==> config.mk <==
export PLATFORM = sky130hd
export DESIGN_NAME = key_press_emulator_flat
export DESIGN_NICKNAME = d
export VERILOG_FILES = /design/src/rtl/key_press_emulator_if.sv /design/src/rtl/key_press_emulator.sv /design/src/flat_wrapper.sv
export SDC_FILE = /design/constraint.sdc
export NUM_CORES = 1
export LEC_CHECK = 0
export CAP_MARGIN = 30
export CORE_MARGIN = 4
export CORE_UTILIZATION = 60
export DETAILED_ROUTE_END_ITERATION = 16
export PLACE_DENSITY_LB_ADDON = 0.15
export REMOVE_ABC_BUFFERS = 1
export SLEW_MARGIN = 10
export SYNTH_ARGS = -nofsm -noshare
export SYNTH_HDL_FRONTEND = slang
export SYNTH_SLANG_ARGS = --single-unit
==> constraint.sdc <==
create_clock -name clk -period 4.4 [get_ports clk]
set_input_delay 1.1 -clock clk [delete_from_list [all_inputs] [get_ports clk]]
set_output_delay 1.1 -clock clk [all_outputs]
set_load 0.05 [all_outputs]
==> src/rtl/key_press_emulator_if.sv <==
// Command channel of key_press_emulator: press request handshake with hold time and abort.
interface key_press_emulator_if #(
  parameter int HOLD_W = 20
) ();
  logic              cmd_valid;
  logic              cmd_ready;
  logic [HOLD_W-1:0] cmd_hold;
  logic              cmd_abort;

  modport master (output cmd_valid, output cmd_hold, output cmd_abort, input cmd_ready);
  modport slave  (input cmd_valid, input cmd_hold, input cmd_abort, output cmd_ready);
endinterface

==> src/rtl/key_press_emulator.sv <==
// key_press_emulator: turns a press command into an idle-high, active-low key waveform.
// Define KEY_BOUNCE_EN to add LFSR-timed contact bounce on both edges (BNC_DN / BNC_UP).
module key_press_emulator #(
  parameter int                HOLD_W       = 20,
  parameter logic [HOLD_W-1:0] MIN_HOLD     = 20'd1000000,
  parameter logic [HOLD_W-1:0] GAP_CYCLES   = 20'd500000,
  parameter int                BOUNCE_EDGES = 4,
  parameter logic [7:0]        BOUNCE_MAX   = 8'd16
) (
  input  logic                      clk,
  input  logic                      n_rst,
  key_press_emulator_if.slave       cmd_bus,
  output logic                      key_out,
  output logic                      busy,
  output logic                      done
);

  localparam logic [HOLD_W-1:0] ONE      = {{(HOLD_W-1){1'b0}}, 1'b1};
  localparam logic [HOLD_W-1:0] GAP_LAST = GAP_CYCLES - ONE;
  localparam bit CFG_OK = (GAP_CYCLES != '0) && (BOUNCE_EDGES >= 2) &&
                          ((BOUNCE_EDGES % 2) == 0) && (BOUNCE_MAX != 8'd0);

  generate
    if (!CFG_OK) begin : g_bad_cfg
      $error("key_press_emulator: illegal GAP_CYCLES/BOUNCE_EDGES/BOUNCE_MAX");
    end
  endgenerate

`ifdef KEY_BOUNCE_EN
  typedef enum logic [4:0] {
    IDLE   = 5'b00001,
    PRESS  = 5'b00010,
    GUARD  = 5'b00100,
    BNC_DN = 5'b01000,
    BNC_UP = 5'b10000
  } state_t;

  localparam logic [7:0] BNC_EDGES = BOUNCE_EDGES[7:0];

  function automatic logic [7:0] lfsr_next(input logic [7:0] v);
    return {v[6:0], v[7] ^ v[5] ^ v[4] ^ v[3]};
  endfunction

  logic [7:0] lfsr_r, lfsr_nx;
  logic [7:0] seg_r,  seg_nx;
  logic [7:0] edge_r, edge_nx;
`else
  typedef enum logic [2:0] {
    IDLE  = 3'b001,
    PRESS = 3'b010,
    GUARD = 3'b100
  } state_t;
`endif

  state_t            state_r, state_nx;
  logic [HOLD_W-1:0] cnt_r, cnt_nx;
  logic [HOLD_W-1:0] h_r, h_nx;
  logic              key_r, key_nx;
  logic              done_r, done_nx;
  logic [HOLD_W-1:0] cnt_inc_s;
  logic [HOLD_W-1:0] h_last_s;

  assign cnt_inc_s = (cnt_r == {HOLD_W{1'b1}}) ? cnt_r : cnt_r + ONE;
  assign h_last_s  = h_r - ONE;

  // State, counters and registered outputs
  always_ff @(posedge clk or negedge n_rst) begin
    if (!n_rst) begin
      state_r <= IDLE;
      cnt_r   <= '0;
      h_r     <= '0;
      key_r   <= 1'b1;
      done_r  <= 1'b0;
`ifdef KEY_BOUNCE_EN
      lfsr_r  <= 8'hA5;
      seg_r   <= 8'd0;
      edge_r  <= 8'd0;
`endif
    end else begin
      state_r <= state_nx;
      cnt_r   <= cnt_nx;
      h_r     <= h_nx;
      key_r   <= key_nx;
      done_r  <= done_nx;
`ifdef KEY_BOUNCE_EN
      lfsr_r  <= lfsr_nx;
      seg_r   <= seg_nx;
      edge_r  <= edge_nx;
`endif
    end
  end

  // Next-state and next-output decode
  always_comb begin
    state_nx = state_r;
    cnt_nx   = cnt_r;
    h_nx     = h_r;
    key_nx   = key_r;
    done_nx  = 1'b0;
`ifdef KEY_BOUNCE_EN
    lfsr_nx  = lfsr_r;
    seg_nx   = seg_r;
    edge_nx  = edge_r;
`endif
    case (state_r)
      IDLE: begin
        if (cmd_bus.cmd_valid) begin
          h_nx   = (cmd_bus.cmd_hold < MIN_HOLD) ? MIN_HOLD : cmd_bus.cmd_hold;
          cnt_nx = '0;
          key_nx = 1'b0;
`ifdef KEY_BOUNCE_EN
          state_nx = BNC_DN;
          edge_nx  = 8'd0;
          seg_nx   = lfsr_r % BOUNCE_MAX;
          lfsr_nx  = lfsr_next(lfsr_r);
`else
          state_nx = PRESS;
`endif
        end else begin
          key_nx = 1'b1;
        end
      end
      PRESS: begin
        // Abort and hold expiry share one release path, so they can never double up
        if (cmd_bus.cmd_abort || (cnt_r == h_last_s)) begin
          key_nx = 1'b1;
          cnt_nx = '0;
`ifdef KEY_BOUNCE_EN
          state_nx = BNC_UP;
          edge_nx  = 8'd0;
          seg_nx   = lfsr_r % BOUNCE_MAX;
          lfsr_nx  = lfsr_next(lfsr_r);
`else
          state_nx = GUARD;
`endif
        end else begin
          key_nx = 1'b0;
          cnt_nx = cnt_inc_s;
        end
      end
      GUARD: begin
        key_nx = 1'b1;
        if (cnt_r == GAP_LAST) begin
          state_nx = IDLE;
          cnt_nx   = '0;
          done_nx  = 1'b1;
        end else begin
          cnt_nx = cnt_inc_s;
        end
      end
`ifdef KEY_BOUNCE_EN
      // The initial edge heads to the target; BOUNCE_EDGES further toggles end there too
      BNC_DN: begin
        if (cmd_bus.cmd_abort) begin
          key_nx   = 1'b1;
          cnt_nx   = '0;
          state_nx = BNC_UP;
          edge_nx  = 8'd0;
          seg_nx   = lfsr_r % BOUNCE_MAX;
          lfsr_nx  = lfsr_next(lfsr_r);
        end else if (seg_r == 8'd0) begin
          key_nx  = ~key_r;
          edge_nx = edge_r + 8'd1;
          if ((edge_r + 8'd1) == BNC_EDGES) begin
            state_nx = PRESS;
            cnt_nx   = '0;
          end else begin
            seg_nx  = lfsr_r % BOUNCE_MAX;
            lfsr_nx = lfsr_next(lfsr_r);
          end
        end else begin
          seg_nx = seg_r - 8'd1;
        end
      end
      BNC_UP: begin
        if (seg_r == 8'd0) begin
          key_nx  = ~key_r;
          edge_nx = edge_r + 8'd1;
          if ((edge_r + 8'd1) == BNC_EDGES) begin
            state_nx = GUARD;
            cnt_nx   = '0;
          end else begin
            seg_nx  = lfsr_r % BOUNCE_MAX;
            lfsr_nx = lfsr_next(lfsr_r);
          end
        end else begin
          seg_nx = seg_r - 8'd1;
        end
      end
`endif
      default: begin
        state_nx = IDLE;
        cnt_nx   = '0;
        key_nx   = 1'b1;
      end
    endcase
  end

  assign cmd_bus.cmd_ready = (state_r == IDLE);
  assign busy              = (state_r != IDLE);
  assign key_out           = key_r;
  assign done              = done_r;

endmodule
==> src/flat_wrapper.sv <==
// flat-port wrapper written by rule: the top's interface ports become plain ports
module key_press_emulator_flat 
#(
  parameter int                HOLD_W       = 20,
  parameter logic [HOLD_W-1:0] MIN_HOLD     = 20'd1000000,
  parameter logic [HOLD_W-1:0] GAP_CYCLES   = 20'd500000,
  parameter int                BOUNCE_EDGES = 4,
  parameter logic [7:0]        BOUNCE_MAX   = 8'd16
)
  (clk, n_rst, key_out, busy, done, cmd_bus_cmd_valid, cmd_bus_cmd_hold, cmd_bus_cmd_abort, cmd_bus_cmd_ready);
  key_press_emulator_if #(.HOLD_W(HOLD_W)) cmd_bus_i ();
  input  logic clk;
  input  logic n_rst;
  output logic key_out;
  output logic busy;
  output logic done;
  input wire logic [$bits(cmd_bus_i.cmd_valid)-1:0] cmd_bus_cmd_valid;
  input wire logic [$bits(cmd_bus_i.cmd_hold)-1:0] cmd_bus_cmd_hold;
  input wire logic [$bits(cmd_bus_i.cmd_abort)-1:0] cmd_bus_cmd_abort;
  output wire logic [$bits(cmd_bus_i.cmd_ready)-1:0] cmd_bus_cmd_ready;
  assign cmd_bus_i.cmd_valid = cmd_bus_cmd_valid;
  assign cmd_bus_i.cmd_hold = cmd_bus_cmd_hold;
  assign cmd_bus_i.cmd_abort = cmd_bus_cmd_abort;
  assign cmd_bus_cmd_ready = cmd_bus_i.cmd_ready;
  key_press_emulator #(.HOLD_W(HOLD_W), .MIN_HOLD(MIN_HOLD), .GAP_CYCLES(GAP_CYCLES), .BOUNCE_EDGES(BOUNCE_EDGES), .BOUNCE_MAX(BOUNCE_MAX)) u_core (.clk(clk), .n_rst(n_rst), .cmd_bus(cmd_bus_i), .key_out(key_out), .busy(busy), .done(done));
endmodule
==> out/metrics.yaml, run 1 <==
p_per_area_nw_per_um2: 276.2
cp_cell_sequence: "inv_1, ha_1, or4b_1, or4_1, o311a_1, a22oi_1, nand4_2, a21o_1, buf_8, a41oi_1, a31oi_1"
yosysCellCount: 328
synth.avg_cell_area_um2: 8.903
worstHoldStart: "u_core.h_r[19]"
critPathArrivalTime_ps: 3620
grt_pass1_wl_um: 11430
fin_nets: 371
adder_share_pct: 0.8569
ys_sh_mux_pct: 0.7284
top_area_cell: "dfrtp_1"
critical-path-top-delay-family: "simple AND/OR/NAND/NOR gates"
cts_sinks: 45
grt_use_met2_pct: 39.64
power.leakage_uw: 0.001406
drt_iter0_drc: 149
cts-root-buf: "clkbuf_8"
initCoreUtil_pct: 61.83
ant_nets: 0
grt_usage_pct: 23.81
synth.cellmix.compoundShare_pct: 18.68
combinationalPowerShare_pct: 10.8
area_growth_pct: 14.78
fin_tns_setup_ps: 0
htreeDepth: 2
post-synth-top-count-cell: "dfrtp_1"
drt_first_pass_iters: 4
worstReg2RegStart: "u_core.h_r[0]"
worst-path-buf-inv: 2
use_met1_pct: 31.67
cp.required_ps: 4560
overflow: 0
dieArea_um2: 6047
dp_cells: 404
hold_viol: 0
synth_cells: 328
p_clk_share_pct: 39.5
die_h_um: 77.77
cts_hold_buf: 0
critPathMaxStageDelay_ps: 630
synth_top_area_share_pct: 36.85
tightest_slew_ps: 895.0
port_buffers: 27
fin_crit_ps: 3457
synth_top_flop_cell: "dfrtp_1"
clk_pin_slew_ps: 90
cap_violations: 0
post_cts_resized: 0
status: "complete, no violations"
fillCellCount: 385
yosys_warnings: 0
period_used_pct: 78.58
place_hpwl_um: 4981
critPathKind: "flop to flop"
power_frac_seq_pct: 49.7
post_route_cells_drive_above_1_share_pct: 6.936
dieWidth_um: 77.77
antenna_found_initial: 0
cts_tree: "done"
postCtsSetupRepairBufs: 0
ys_chip_area_um2: 2920
startpoint: "u_core.h_r[0]"
num_antenna_cells: 0
switching_share_pct: 23.35
vdd_drop_max_mv: 0.2700
warning_count: 25
setup_viol: 0
ys_sh_simple_pct: 28.32
path_max_fanout: 20
slew_violations: 0
p_int_uw: 709.7
routabilityCongestion: 0.9095
grt_pass1_vias: 2346
grt_start_max_net_pins: 37
cts_buffer_depth: 2
area_leaders: "dfrtp_1 37%, xnor2_1 4.8%, a22o_1 3.9%"
synth-xor-area-share_pct: 8.012
max_freq_mhz: 289.2
edf_count: 0
viasPerCell: 6.102
setup_ws_ps: 942.7
yosysUniqueCellTypes: 60
grtUsageMet3_pct: 4.176
cpMaxStageDelayCell: "or4b_1"
synthArstFlopShare_pct: 100.0
mostFrequentLayoutCells: "43 x dfrtp_1, 26 x nand2_1, 26 x clkdlybuf4s50_1, 24 x nor2_1, 18 x a21oi_1"
io_pins: 28
maxSlewHeadroom_pct: 39.57
final_common_cell: "dfrtp_1"
hold_path_class: "flop to flop"
pre_cts_ws_ps: 820.5
start_kind: "flop"
grt_most_used_layer: "met2"
ys_seq_share_pct: 38.65
via_count: 2520
ys_ff: 45
common_cells: "43 x dfrtp_1, 26 x nand2_1, 24 x nor2_1, 18 x a21oi_1, 16 x xnor2_1"
crit_path_end_kind: "flop"
fin_cells: 413
top_logic_kind: "simple AND/OR/NAND/NOR gates"
rsz0062_at_grt: "no"
switchingPower_uw: 216.2
drcViolationCount: 0
synth_area_um2: 2920
## run 1: flip-flops by register name (all words and copies together) (netlist names)
signal	flops
u_core.state_r	3
u_core.done	1
u_core.key_out	1
u_core.h_r	20
u_core.cnt_r	20
## run 1: path summary, 6_finish.rpt
kind                              endpoint  slack (ps)  depth (start not counted)
max reg2reg                u_core.cnt_r[5]         940                         11
max                        u_core.cnt_r[5]         940                         11
max in group asynchronous   u_core.key_out        3160                          2
min in group asynchronous   u_core.h_r[14]         700                          1
min                         u_core.h_r[19]         510                          1
min reg2reg                 u_core.h_r[19]         510                          1
## run 1: power groups by stage
stage | Sequential [µW] | Clock, µW | Combinational [µW]
6_report | 460 | 366 | 100
3_5_place_dp | 467 | 0 | 97.7
5_1_grt | 462 | 391 | 112
4_1_cts | 459 | 376 | 101
3_3_place_gp | 466 | 0 | 94.0
2_1_floorplan | 456 | 0 | 57.2
## run 1: area by class of cell
cell class	instances	area, µm²	share of cell area (%)
clock buffers	5	68.82	2.053
clock inverters	3	65.06	1.941
inverters	9	33.78	1.008
multi-input cells	253	1653	49.31
flip-flops and latches	45	1129	33.67
well taps	67	83.83	2.501
repair buffers	31	319.1	9.518
## run 1: layer usage
metal | vias up | wire length, µm
met5 | - | 0
met1 | 1202 | 3123
met2 | 60 | 3265
met4 | 0 | 106
li1 | 1247 | -
met3 | 11 | 330
## run 1: per-stage QoR
stage | utilization, % | hold WS [ps] | power [µW] | instance area (µm²)
after floorplan | - | 455.7 | 513.1 | 2815
after global placement | 67.15 | 469.6 | 560.3 | 3172
after detailed placement | 67.81 | 486.1 | 565.1 | 3203
after CTS | 70.65 | 510.7 | 936.1 | 3337
after global routing | 70.97 | 542.3 | 964.3 | 3352
final | 70.97 | 513.6 | 925.9 | 3352
**Run 1: M3 wires**

Scale: 4 px per µm.
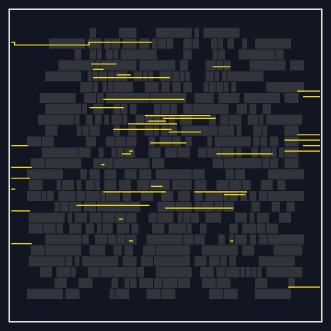
main direction	horizontal
nets with wire on the layer	34
share of all routed wire	4.8%
longest straight run	20.0 µm
wire length on this layer	331 µm

**Run 1: cells coloured by class**

Scale: 6 px per µm.
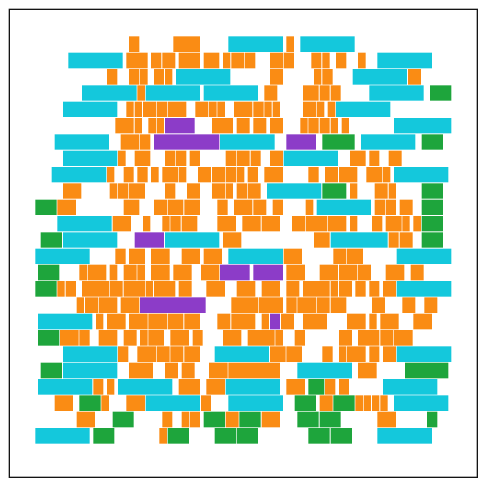
colour	class	cells
purple	clock drivers and dummy loads	8
green	other buffers and delay cells	31
orange	all other logic	262
cyan	flip-flops	45
core area: 4723 µm²
post-route cell area: 3352 µm²
final core utilization: 70.97%
# rows: 25

**Run 1: wire density map**

Scale: 4 px per µm. The die is cut into 16 by 16 equal tiles; dark purple is low, yellow is high, scaled to the fullest tile. Values are wire area over tile area, all layers added.
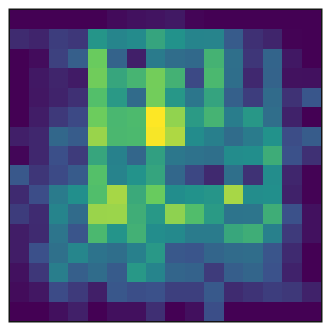
densest ninth of the die	centre
mean over tiles	0.18
tiles over half the peak	23%
detailed-route wire length: 6825 µm
wire per inst: 16.53 µm

**Run 1: clock routing**

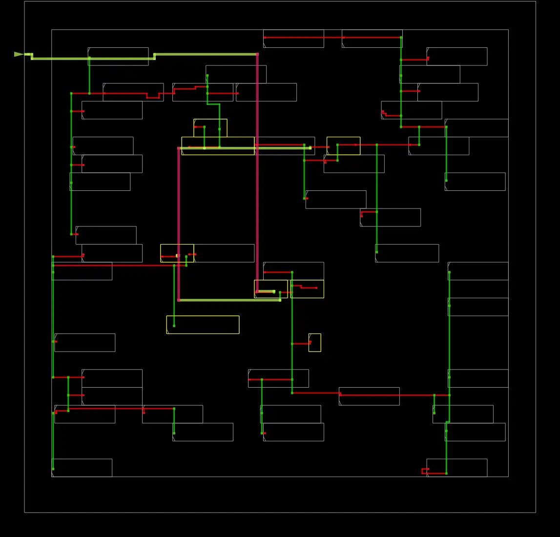
flip-flops: 45
cts bufs inserted: 5
clk latency late pin: 300 ps
Setup Skew: 9.700 ps

**Run 1: cell sizes after repair**

Scale: 4 px per µm.
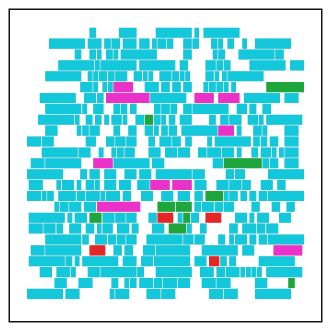

==> run 2, diff against run 1 <==
--- a/config.mk
+++ b/config.mk
@@ -7,7 +7,7 @@
 export LEC_CHECK = 0
 export CAP_MARGIN = 30
 export CORE_MARGIN = 4
-export CORE_UTILIZATION = 60
+export CORE_UTILIZATION = 57
 export DETAILED_ROUTE_END_ITERATION = 16
 export PLACE_DENSITY_LB_ADDON = 0.15
 export REMOVE_ABC_BUFFERS = 1
==> constraint.sdc (replaced) <==
create_clock -name clk -period 3.6 [get_ports clk]
set_input_delay 0.9 -clock clk [delete_from_list [all_inputs] [get_ports clk]]
set_output_delay 0.9 -clock clk [all_outputs]
set_load 0.05 [all_outputs]
**Run 2: cell sizes after repair**

Scale: 3 px per µm.
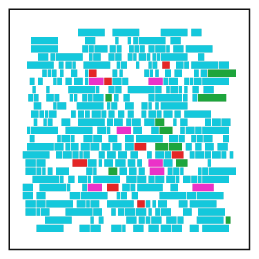
colour	size	cells	share
red	drive 3 to 4	8	2.3%
cyan	drive 1 or less	322	93%
green	drive 2	10	2.9%
magenta	drive 6 and up	7	2.0%

==> run 2 against run 1 <==
Effect of this change: cell count rose by 0.24%; flip-flop count unchanged; largest power group unchanged; worst setup slack worse by 560 ps; global-route usage is 0.17 points lower; sequential power is 22% higher; combinational power up 22%.
==> out/metrics.yaml, run 2 <==
yosysCellCount: 328  # unchanged
post-synth-top-count-cell: "dfrtp_1"  # unchanged
critPathKind: "flop to flop"  # unchanged
drcViolationCount: 0  # unchanged
setup_viol: 0  # unchanged
cts_made_buffers: 5  # unchanged
slew_violations: 0  # unchanged
worstHoldStart: "u_core.h_r[19]"  # unchanged
maxSlewHeadroom_pct: 60.63  # was 39.57%
synth_cells: 328  # unchanged
grt_usage_pct: 23.63  # was 23.81%
synth_top_flop_cell: "dfrtp_1"  # unchanged
common_cells: "43 x dfrtp_1, 26 x nand2_1, 24 x nor2_1, 18 x a21oi_1, 16 x xnor2_1"  # unchanged
core_area_um2: 4848  # was 4723 µm²
place_hpwl_um: 5113  # was 4981 µm
yosysUniqueCellTypes: 60  # unchanged
io_pins: 28  # unchanged
clk_latency_ps: 300  # about the same
port_buffers: 27  # unchanged
start_kind: "flop"  # unchanged
synth.avg_cell_area_um2: 8.903  # unchanged
p_per_area_nw_per_um2: 303.8  # was 276.2 nW/µm²
cap_violations: 0  # unchanged
warning_count: 25  # unchanged
reg2reg_depth: 11  # unchanged
hold_end: "u_core.h_r[19]"  # unchanged
post_route_cells_drive_above_1_share_pct: 7.205  # was 6.936%
wire_per_inst_um: 16.58  # was 16.53 µm
routabilityCongestion: 0.8742  # was 0.9095
fin_crit_ps: 3217  # was 3457 ps
vdd_drop_max_mv: 0.1886  # was 0.2700 mV
synth_area_um2: 2920  # unchanged
final_common_cell: "dfrtp_1"  # unchanged
cp-endpoint: "u_core.cnt_r[5]"  # unchanged
cts_tree: "done"  # unchanged
tightest_slew_ps: 589.2  # was 895.0 ps
grt_pass1_wl_um: 11740  # was 11430 µm
startpoint: "u_core.h_r[0]"  # unchanged
dieArea_um2: 6332  # was 6047 µm²
power.leakage_uw: 0.001387  # was 0.001406 µW
ant_nets: 0  # unchanged
initCoreUtil_pct: 60.23  # was 61.83%
fin_tns_setup_ps: 0  # unchanged
drt_iter0_drc: 207  # was 149
die_h_um: 79.58  # was 77.77 µm
cts_buffer_depth: 2  # unchanged
post_cts_resized: 0  # unchanged
clk_pin_slew_ps: 80  # was 90 ps
cts-root-buf: "clkbuf_8"  # unchanged
fp-row-count: 25  # unchanged
top_area_cell: "dfrtp_1"  # unchanged
synth_top_area_share_pct: 36.85  # unchanged
overflow: 0  # unchanged
drt_first_pass_iters: 5  # was 4
via_count: 2571  # was 2520
synthArstFlopShare_pct: 100.0  # unchanged
crit_path_end_kind: "flop"  # unchanged
period_used_pct: 89.36  # was 78.58%
path_max_fanout: 20  # unchanged
fin_cells: 414  # was 413
area_growth_pct: 13.32  # was 14.78%
hold_path_class: "flop to flop"  # unchanged
mostFrequentLayoutCells: "43 x dfrtp_1, 26 x nand2_1, 26 x clkdlybuf4s50_1, 24 x nor2_1, 18 x a21oi_1"  # unchanged
viasPerCell: 6.210  # was 6.102
edf_count: 0  # unchanged
ys_chip_area_um2: 2920  # unchanged
rrSetupSlack_ps: 380  # was 940 ps
ys_seq_share_pct: 38.65  # unchanged
rsz0062_at_grt: "no"  # unchanged
final_area_um2: 3309  # was 3352 µm²
grt_pass1_vias: 2385  # was 2346
ys_ff: 45  # unchanged
reg2reg_to: "u_core.cnt_r[5]"  # unchanged
antenna_found_initial: 0  # unchanged
cp.required_ps: 3780  # was 4560 ps
num_antenna_cells: 0  # unchanged
yosys_warnings: 0  # unchanged
status: "complete, no violations"  # unchanged
critPathArrivalTime_ps: 3390  # was 3620 ps
htreeDepth: 2  # unchanged
wl_um: 6863  # was 6825 µm
reg.largest.list: "u_core.cnt_r: 20 flops, u_core.h_r: 20 flops, u_core.state_r: 3 flops"  # unchanged
dp_cells: 406  # was 404
max_freq_mhz: 310.9  # was 289.2 MHz
fin_nets: 372  # was 371
worstReg2RegStart: "u_core.h_r[0]"  # unchanged
dpl_cell_area_um2: 3214  # was 3203 µm²
cts_hold_buf: 0  # unchanged
**Run 2: clock routing**

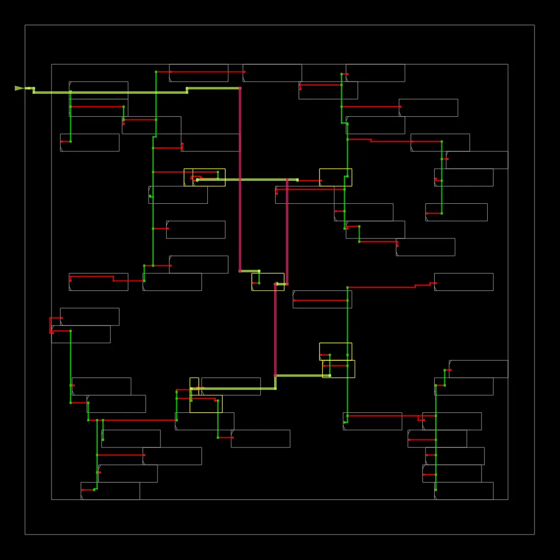
Clock Power: 322 µW
CTS Sinks: 45
Setup Skew: 9.282 ps
clkbuf count: 8

==> run 2: report_power, final <==
part	internal, µW	switching [µW]
Sequential	522	39.4
Clock	157	165
Combinational	69.1	52.4
Total	748	257
==> run 2: per-stage QoR <==
| stage | setup WS (ps) | total power (µW) | util (%) |
|---|---|---|---|
| after floorplan | 352.9 | 627.2 | - |
| after global placement | 292.3 | 683.9 | 65.88 |
| after detailed placement | 183.1 | 690.9 | 66.30 |
| after CTS | 180.6 | 1005 | 68.15 |
| after global routing | 100.1 | 1054 | 68.26 |
| final | 383.1 | 1005 | 68.26 |
==> run 2: cell families (layout without fill, tap and decap cells) <==
logic type | Yosys count | after routing | synth area share, %
and+or+nand+nor | 147 | 147 | 28.32
muxes | 2 | 2 | 0.7283
AOI/OAI and AO/OA | 77 | 77 | 18.68
xor gates and xnor gates | 25 | 25 | 8.012
DFF | 45 | 45 | 38.65
adders and majority gates | 2 | 2 | 0.8568
buffers and inverters | 30 | 49 | 4.755
==> run 2: critical path, stage by stage (launching register included) <==
cell,delay [ps]
dfrtp_1,400
inv_1,80
ha_1,230
or4b_4,560
or4_1,520
o311a_1,120
a22oi_1,210
nand4_2,140
a21o_2,330
buf_4,240
a41oi_1,200
a31oi_1,50
==> run 2: metal layers <==
metal	track usage, %	vias to the layer above	part of all wire, %
li1	-	1249	-
met1	32.70	1226	46
met3	4.063	13	6.2
met5	0	-	0
met2	37.65	83	46
met4	7.560	0	1.9
==> run 2: cell type report <==
type | count | area [µm²] | area share [%]
multi-input combinational | 253 | 1658 | 50.09
timing repair buffer | 32 | 315.3 | 9.527
sequential | 45 | 1129 | 34.10
tap | 67 | 83.83 | 2.533
clock buffer | 8 | 90.09 | 2.722
inverter | 9 | 33.78 | 1.021
==> run 3, diff against run 2 <==
--- a/config.mk
+++ b/config.mk
@@ -5,6 +5,7 @@
 export SDC_FILE = /design/constraint.sdc
 export NUM_CORES = 1
 export LEC_CHECK = 0
+export ABC_CLOCK_PERIOD_IN_PS = 3600
 export CAP_MARGIN = 30
 export CORE_MARGIN = 4
 export CORE_UTILIZATION = 57
**Run 3: wire density map**

Scale: 4 px per µm. The die is cut into 16 by 16 equal tiles; dark purple is low, yellow is high, scaled to the fullest tile. Values are wire area over tile area, all layers added.
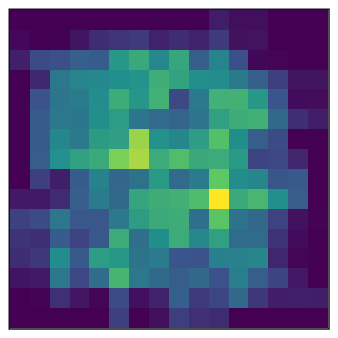
fullest tile	0.62
densest ninth of the die	centre
tiles over half the peak	20%
mean over tiles	0.17
nearly empty tiles	20%
detailed-route wire length: 6863 µm
via count: 2571
wire per inst: 16.58 µm
gr usage total: 23.63%

**Run 3: cells coloured by class**

Scale: 6 px per µm.
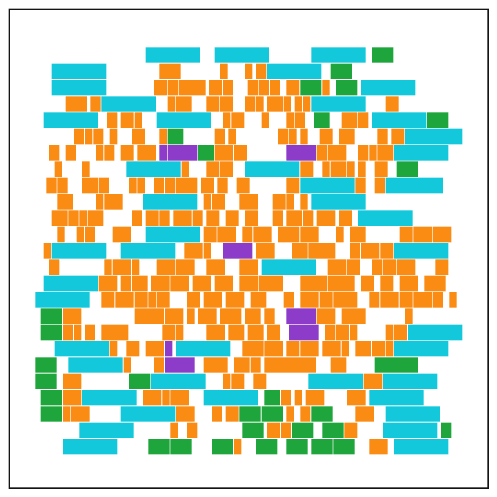
colour	class	cells
green	other buffers and delay cells	32
cyan	flip-flops	45
orange	all other logic	262
purple	clock drivers and dummy loads	8

==> run 3 against run 2 <==
Effect of this change: total power stayed put; highest routed layer unchanged; wire length stayed put; combinational power hardly changed; area after synthesis stayed put; largest cell class unchanged; critical path depth stayed put; sequential share of layout area stayed put; flip-flop count stayed put; via count stayed put; cell area stayed put; clock-buffer cell count stayed put; largest power group unchanged; utilization stayed put.
==> out/metrics.yaml, run 3 <==
fin_nets: 372  # unchanged
grt_most_used_layer: "met2"  # unchanged
max_freq_mhz: 310.9  # unchanged
ys_ff: 45  # unchanged
area_leaders: "dfrtp_1 37%, xnor2_1 4.8%, a22o_1 3.9%"  # unchanged
htreeDepth: 2  # unchanged
synth_top_area_share_pct: 36.85  # unchanged
drt_iter0_drc: 207  # unchanged
top_layer_used: "met4"  # unchanged
port_buffers: 27  # unchanged
cts_tree: "done"  # unchanged
yosys_warnings: 0  # unchanged
slew_violations: 0  # unchanged
clk_pin_slew_ps: 80  # about the same
critical-path-top-delay-family: "simple AND/OR/NAND/NOR gates"  # unchanged
maxSlewHeadroom_pct: 60.63  # unchanged
fp-row-count: 25  # unchanged
synthArstFlopShare_pct: 100.0  # unchanged
worst-path-buf-inv: 2  # unchanged
fin_crit_ps: 3217  # unchanged
critPathMaxStageDelay_ps: 560  # about the same
setup_viol: 0  # unchanged
initCoreUtil_pct: 60.23  # unchanged
antenna_found_initial: 0  # unchanged
cpMaxStageDelayCell: "or4b_4"  # unchanged
period_used_pct: 89.36  # unchanged
fin_total_pwr_uw: 1005  # unchanged
fin_worst_skew_ps: 9.282  # unchanged
synth_top_flop_cell: "dfrtp_1"  # unchanged
grtUsageMet3_pct: 4.063  # unchanged
cts-root-buf: "clkbuf_8"  # unchanged
yosysCellCount: 328  # unchanged
fin_cells: 414  # unchanged
grt_use_met2_pct: 37.65  # unchanged
power.leakage_uw: 0.001387  # unchanged
drcViolationCount: 0  # unchanged
overflow: 0  # unchanged
area_growth_pct: 13.32  # unchanged
warning_count: 25  # unchanged
cts_made_buffers: 5  # unchanged
grt_pass1_vias: 2385  # unchanged
mostFrequentLayoutCells: "43 x dfrtp_1, 26 x nand2_1, 26 x clkdlybuf4s50_1, 24 x nor2_1, 18 x a21oi_1"  # unchanged
ys_seq_share_pct: 38.65  # unchanged
routabilityCongestion: 0.8742  # unchanged
final_common_cell: "dfrtp_1"  # unchanged
status: "complete, no violations"  # unchanged
grt_start_max_net_pins: 26  # unchanged
cts_sinks: 45  # unchanged
clk_latency_ps: 300  # about the same
hold_path_class: "flop to flop"  # unchanged
start_kind: "flop"  # unchanged
die_h_um: 79.58  # unchanged
post-synth-top-count-cell: "dfrtp_1"  # unchanged
crit_path_end_kind: "flop"  # unchanged
grt_pass1_wl_um: 11740  # unchanged
wl_met2_um: 3161  # unchanged
critPathKind: "flop to flop"  # unchanged
ys_chip_area_um2: 2920  # unchanged
place_hpwl_um: 5113  # unchanged
synth_area_um2: 2920  # unchanged
hold_viol: 0  # unchanged
critPathArrivalTime_ps: 3390  # about the same
tightest_slew_ps: 589.2  # unchanged
ant_nets: 0  # unchanged
cap_violations: 0  # unchanged
cp_cell_sequence: "inv_1, ha_1, or4b_4, or4_1, o311a_1, a22oi_1, nand4_2, a21o_2, buf_4, a41oi_1, a31oi_1"  # unchanged
synth.avg_cell_area_um2: 8.903  # unchanged
reg.largest.list: "u_core.cnt_r: 20 flops, u_core.h_r: 20 flops, u_core.state_r: 3 flops"  # unchanged
vdd_drop_max_mv: 0.1886  # unchanged
cp.required_ps: 3780  # about the same
cts_buffer_depth: 2  # unchanged
viasPerCell: 6.210  # unchanged
num_antenna_cells: 0  # unchanged
common_cells: "43 x dfrtp_1, 26 x nand2_1, 24 x nor2_1, 18 x a21oi_1, 16 x xnor2_1"  # unchanged
top_area_cell: "dfrtp_1"  # unchanged
dieArea_um2: 6332  # unchanged
io_pins: 28  # unchanged
dpl_cell_area_um2: 3214  # unchanged
fillCellCount: 407  # unchanged
path_max_fanout: 20  # unchanged
fin_tns_setup_ps: 0  # unchanged
dp_cells: 406  # unchanged
drt_first_pass_iters: 5  # unchanged
p_per_area_nw_per_um2: 303.8  # unchanged
dieWidth_um: 79.58  # unchanged
core_area_um2: 4848  # unchanged
edf_count: 0  # unchanged
==> run 3: timing repair <==
action	CTS	global route
setup endpoints to repair	0	8
buffers inserted	0	0
hold endpoints to repair	0	0
hold buffers	0	0
gates resized	0	2
==> run 3: cell type report <==
class / count / area (µm²) / area share, %
clock buffers: 8 / 90.09 / 2.722
well taps: 67 / 83.83 / 2.533
multi-input cells: 253 / 1658 / 50.09
repair buffers: 32 / 315.3 / 9.527
flip-flops and latches: 45 / 1129 / 34.10
inverters: 9 / 33.78 / 1.021
==> run 3: metrics by stage <==
step	utilization (%)	setup slack (ps)	hold WS, ps
after global placement	65.88	292.3	475.6
final	68.26	383.1	493.7
after floorplan	-	352.9	455.7
after global routing	68.26	100.1	522.4
after detailed placement	66.30	183.1	476.2
after CTS	68.15	180.6	498.7
==> run 3: cell families after synthesis <==
kind of cell	synth area share (%)
AND-OR/OR-AND	18.68
buffers and inverters	4.755
multiplexers	0.7283
AND/OR/NAND/NOR	28.32
flip-flops	38.65
adder cells (fa/ha/maj)	0.8568
XOR/XNOR	8.012
==> run 3: report_power, final <==
part           total, µW  leakage (µW)  internal, µW  switching, µW
logic                122      0.000752          69.1           52.4
registers            562      0.000589           522           39.4
clock network        322     0.0000455           157            165
total               1010       0.00139           748            257
==> run 3: path summary, 6_finish.rpt <==
check | startpoint | endpoint | slack (ps) | cells after the start
setup / recovery | u_core.h_r[0] | u_core.cnt_r[5] | 380 | 11
hold / removal | u_core.h_r[19] | u_core.h_r[19] | 490 | 1
setup reg to reg | u_core.h_r[0] | u_core.cnt_r[5] | 380 | 11
hold reg to reg | u_core.h_r[19] | u_core.h_r[19] | 490 | 1
max in group asynchronous | n_rst | u_core.key_out | 2470 | 2
min in group asynchronous | n_rst | u_core.cnt_r[8] | 560 | 1
Power figures rest on the tool's default switching activity, not on a simulated workload.
